--- config.mk ---
export PLATFORM = sky130hd
export DESIGN_NAME = button_conditioner_flat
export DESIGN_NICKNAME = d
export VERILOG_FILES = /design/src/rtl/button_conditioner_pkg.sv /design/src/rtl/button_conditioner_if.sv /design/src/rtl/button_conditioner_synchronizer.sv /design/src/rtl/button_conditioner.sv /design/src/flat_wrapper.sv
export SDC_FILE = /design/constraint.sdc
export NUM_CORES = 1
export LEC_CHECK = 0
export CORE_ASPECT_RATIO = 0.7
export CORE_MARGIN = 10
export CORE_UTILIZATION = 55
export CTS_CLUSTER_SIZE = 16
export DETAILED_ROUTE_END_ITERATION = 8
export PLACE_DENSITY = 0.74
export SYNTH_ARGS = -nofsm -noshare
export SYNTH_HDL_FRONTEND = slang
export SYNTH_SLANG_ARGS = --single-unit
--- constraint.sdc ---
create_clock -name clk -period 4.4 [get_ports clk]
set_input_delay 0.66 -clock clk [delete_from_list [all_inputs] [get_ports clk]]
set_output_delay 0.66 -clock clk [all_outputs]
set_load 0.01 [all_outputs]
--- src/rtl/button_conditioner_pkg.sv ---
// Purpose: shared constants and a width helper for the button conditioner.
// Latency: not applicable (constants and a constant function only).
// Backpressure: not applicable.
package button_conditioner_pkg;

    // Board clock; sample-tick period is chosen for a 5 kHz debounce sample rate.
    localparam int unsigned CLK_FREQ               = 125_000_000;
    localparam int unsigned DEFAULT_WIDTH          = 4;
    localparam int unsigned DEFAULT_SAMPLE_CNT_MAX = CLK_FREQ / 5000;
    localparam int unsigned DEFAULT_PULSE_CNT_MAX  = 150;

    // Counter width needed to hold 0 .. n-1, never less than one bit.
    function automatic int unsigned cnt_width(input int unsigned n);
        return (n <= 1) ? 1 : $clog2(n);
    endfunction

endpackage

--- src/rtl/button_conditioner_if.sv ---
// Purpose: bundles the raw inputs and the conditioned level/edge outputs.
// Latency: not applicable (wires only).
// Backpressure: none; outputs are levels and single-cycle pulses.
interface button_conditioner_if
    import button_conditioner_pkg::*;
#(
    parameter int unsigned WIDTH = DEFAULT_WIDTH
);
    logic [WIDTH-1:0] async_in;
    logic [WIDTH-1:0] level_out;
    logic [WIDTH-1:0] rise_out;
    logic [WIDTH-1:0] fall_out;

    // Stimulus side: drives raw buttons, observes conditioned outputs.
    modport master (
        output async_in,
        input  level_out,
        input  rise_out,
        input  fall_out
    );

    // Conditioner side.
    modport slave (
        input  async_in,
        output level_out,
        output rise_out,
        output fall_out
    );
endinterface

--- src/rtl/button_conditioner_synchronizer.sv ---
// Purpose: 2-flop metastability synchronizer for WIDTH independent bits.
// Latency: 2 clk cycles from d to q.
// Backpressure: none; samples every cycle.
module synchronizer #(
    parameter int unsigned WIDTH = 1
) (
    input  logic             clk,
    input  logic [WIDTH-1:0] d,
    output logic [WIDTH-1:0] q
);
    // These flops are deliberately outside the reset domain: they only carry
    // raw pin values, and their power-up value is the all-zero device state.
    logic [WIDTH-1:0] meta_q;
    logic [WIDTH-1:0] meta_d;
    logic [WIDTH-1:0] sync_q;
    logic [WIDTH-1:0] sync_d;

    // Next state of the two-stage shift chain.
    always_comb begin
        meta_d = d;
        sync_d = meta_q;
    end

    // Shift chain registers, no reset.
    always_ff @(posedge clk) begin
        meta_q <= meta_d;
        sync_q <= sync_d;
    end

    assign q = sync_q;

endmodule

--- src/rtl/button_conditioner.sv ---
// Purpose: synchronize, debounce (saturating per-channel counters) and edge-detect WIDTH buttons.
// Latency: 2 sync + up to SAMPLE_CNT_MAX-1 + (PULSE_CNT_MAX-1)*SAMPLE_CNT_MAX + 1 cycles to press; release on first zero tick.
// Backpressure: none; pulses are single-cycle and must be consumed when they occur.
module button_conditioner
    import button_conditioner_pkg::*;
#(
    parameter int unsigned WIDTH          = DEFAULT_WIDTH,
    parameter int unsigned SAMPLE_CNT_MAX = DEFAULT_SAMPLE_CNT_MAX,
    parameter int unsigned PULSE_CNT_MAX  = DEFAULT_PULSE_CNT_MAX
) (
    input  logic                 clk,
    input  logic                 rst_n,
    button_conditioner_if.slave  bus
);
    localparam int unsigned   SW        = cnt_width(SAMPLE_CNT_MAX);
    localparam int unsigned   CW        = cnt_width(PULSE_CNT_MAX + 1);
    localparam logic [SW-1:0] SAMP_LAST = SW'(SAMPLE_CNT_MAX - 1);
    localparam logic [CW-1:0] CNT_SAT   = CW'(PULSE_CNT_MAX);

    logic [WIDTH-1:0] sync_in;
    logic [SW-1:0]    samp_cnt_q;
    logic [SW-1:0]    samp_cnt_d;
    logic             tick;
    logic [WIDTH-1:0] level_q;
    logic [WIDTH-1:0] level_d;
    // Previous-cycle copy of level_q, used only for edge detection.
    logic [WIDTH-1:0] lvl_prev_q;
    logic [WIDTH-1:0] lvl_prev_d;

    synchronizer #(
        .WIDTH (WIDTH)
    ) u_sync (
        .clk (clk),
        .d   (bus.async_in),
        .q   (sync_in)
    );

    // Shared sample tick: fires on the last count of each sample period.
    always_comb begin
        tick       = (samp_cnt_q == SAMP_LAST);
        samp_cnt_d = tick ? '0 : samp_cnt_q + SW'(1);
    end

    // Sample-period counter register.
    always_ff @(posedge clk or negedge rst_n) begin
        if (!rst_n) begin
            samp_cnt_q <= '0;
        end else begin
            samp_cnt_q <= samp_cnt_d;
        end
    end

    for (genvar i = 0; i < WIDTH; i++) begin : g_chan
        logic [CW-1:0] cnt_q;
        logic [CW-1:0] cnt_d;

        // On a tick: a low sample restarts the count, a high sample counts up
        // and sticks at saturation. Between ticks the count holds.
        always_comb begin
            cnt_d = cnt_q;
            if (tick) begin
                if (!sync_in[i]) begin
                    cnt_d = '0;
                end else if (cnt_q != CNT_SAT) begin
                    cnt_d = cnt_q + CW'(1);
                end
            end
        end

        // Per-channel debounce counter register.
        always_ff @(posedge clk or negedge rst_n) begin
            if (!rst_n) begin
                cnt_q <= '0;
            end else begin
                cnt_q <= cnt_d;
            end
        end

        // Level looks at the next count so it moves in the same cycle as cnt_q.
        assign level_d[i] = (cnt_d == CNT_SAT);
    end

    // Previous level feeds the edge detector.
    always_comb begin
        lvl_prev_d = level_q;
    end

    // Debounced level and its one-cycle-delayed copy.
    always_ff @(posedge clk or negedge rst_n) begin
        if (!rst_n) begin
            level_q    <= '0;
            lvl_prev_q <= '0;
        end else begin
            level_q    <= level_d;
            lvl_prev_q <= lvl_prev_d;
        end
    end

    assign bus.level_out = level_q;
    assign bus.rise_out  = level_q & ~lvl_prev_q;
    assign bus.fall_out  = ~level_q & lvl_prev_q;

endmodule

--- src/flat_wrapper.sv ---
// flat-port wrapper written by rule: the top's interface ports become plain ports
module button_conditioner_flat import button_conditioner_pkg::*;
#(
    parameter int unsigned WIDTH          = DEFAULT_WIDTH,
    parameter int unsigned SAMPLE_CNT_MAX = DEFAULT_SAMPLE_CNT_MAX,
    parameter int unsigned PULSE_CNT_MAX  = DEFAULT_PULSE_CNT_MAX
)
  (clk, rst_n, bus_async_in, bus_level_out, bus_rise_out, bus_fall_out);
  button_conditioner_if #(.WIDTH(WIDTH)) bus_i ();
  input  logic clk;
  input  logic rst_n;
  input wire logic [$bits(bus_i.async_in)-1:0] bus_async_in;
  output wire logic [$bits(bus_i.level_out)-1:0] bus_level_out;
  output wire logic [$bits(bus_i.rise_out)-1:0] bus_rise_out;
  output wire logic [$bits(bus_i.fall_out)-1:0] bus_fall_out;
  assign bus_i.async_in = bus_async_in;
  assign bus_level_out = bus_i.level_out;
  assign bus_rise_out = bus_i.rise_out;
  assign bus_fall_out = bus_i.fall_out;
  button_conditioner #(.WIDTH(WIDTH), .SAMPLE_CNT_MAX(SAMPLE_CNT_MAX), .PULSE_CNT_MAX(PULSE_CNT_MAX)) u_core (.clk(clk), .rst_n(rst_n), .bus(bus_i));
endmodule
**The metal 4 layer**

Drawn at 3 px/um. Supply wires on this layer in grey.
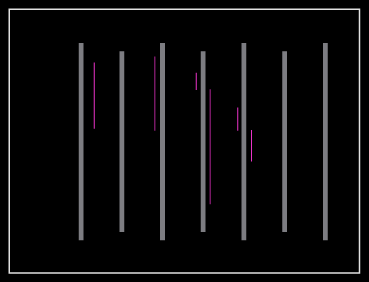
- main direction: vertical
- share of all routed wire: 1.4%
- longest straight run: 38.1 um
Vias: 2,966
final WL: 7810 um

**Nets reached from selected ports**

Drawn at 2 px/um.
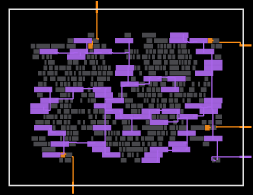
- purple: rst_n (direction input; end cells 55; wire 405 um)
- orange: bus_rise_out (direction output; end cells 4; wire 59.3 um)
IO Count: 18
IO buf count: 17

**Track usage over the die**

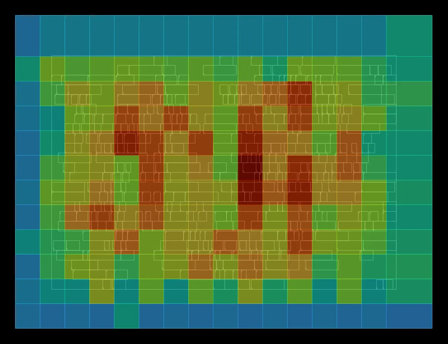
met1 usage: 23.4%
gr busiest metal: met2
GR Layer Usage met2: 23.7%
drt wl/cell: 16.4 um
grt met3 use: 5.03%

==> impl_metrics.csv <==
group,metric,value,unit
outcome,status,"completed",
final_timing,timing_max_transition_violations_final,0,
synthesis,ys_warn_count,0,
worst_hold_path,min_path_cells,0,
layout,stdcell_count,476,
layout,n_fill_cell,509,
layout,postLayoutCellArea,3970,um^2
clocking,clockRootBuffer,"clkbuf_8",
synthesis,async_flop_share,87.3,%
global_route,grt_max_degree,56,
synthesis,synth-edff-count,0,
final_timing,slew_headroom,53.9,%
power_and_ir_drop,p_leak,1.72,nW
place,dp.final_hpwl,5200,um
critical_path,ff2ff_path_depth,7,
clocking,clock_path_buffers,2,
layout,area_growth,11.1,%
synthesis,ys_sh_aoi,19.9,%
floorplan,die_y,87.4,um
synthesis,ys_seq_share,43.1,%
global_route,antenna_found_initial,0,
critical_path,cp.arrival,3.12,ns
layout,nNetsFinal,408,
critical_path,worstSetupStartpointType,"flip-flop",
power_and_ir_drop,pwr_density_cell,295,nW/um^2
worst_hold_path,hold_path.class,"flip-flop to flip-flop",
layout,layout-drive-gt1-share,7.54,%
place,dp.cells,460,
clocking,ctsHtreeMaxLevel,3,
final_timing,fin_crit,2.89,ns
-- metrics by stage --
step	util, %	setup slack (ns)
final	63.2	1.51
after global routing	63.2	1.18
after CTS	63.2	1.50
after detailed placement	59.7	1.52
after global placement	59.7	1.62
after floorplan	-	2.28
-- cell usage after synthesis, types with 8 or more instances --
library cell	n	area (um^2)
o21ai_0	28	140
nor2b_1	10	62.6
nand2_1	32	120
a22o_1	11	96.3
dfrtp_1	55	1380
a21oi_1	15	75.1
clkbuf_1	17	63.8
dfxtp_1	8	160
inv_1	15	56.3
ha_1	9	113
nand4_1	13	81.3
nor2_1	19	71.3
and3_1	13	81.3
nand3_1	23	115
nor3_1	8	40.0
-- cell families (layout without fill, tap and decap cells) --
group,Yosys count,count (layout)
simple gates,155,155
fa+ha+maj,9,9
compound gates,103,103
flops,63,63
mux,4,4
xor+xnor,13,13
buf+inv,40,51
-- report_power, final --
| part | switching (mW) | total (mW) | internal [mW] |
|---|---|---|---|
| logic | 0.0128 | 0.0180 | 0.00522 |
| clock network | 0.243 | 0.562 | 0.319 |
| registers | 0.00614 | 0.588 | 0.582 |
-- cells in the final DEF, fill, tap and decap left out, drive strengths merged, types with 10 or more instances in the layout --
cell	count
nor2	19
nor2b	10
clkdlybuf4s50	16
and3	13
nand4	14
nand3	23
a21oi	15
dfrtp	55
o21ai	29
nand2	32
inv	15
a22o	11
-- worst register-to-register path: cells and delay by family, from the launching register on --
kind / cells / cell delay, ns
compound gates: 1 / 0.31
simple gates: 4 / 1.33
fa+ha+maj: 1 / 0.27
buf+inv: 1 / 0.45
flops: 1 / 0.42
-- sequential cells by signal, indices dropped and copies added (netlist names) --
name and flops:
u_core.bus.level_out 4, u_core.g_chan.cnt_q 32, u_core.u_sync.q 4, u_core.lvl_prev_q 4
u_core.samp_cnt_q 15, u_core.u_sync.meta_q 4
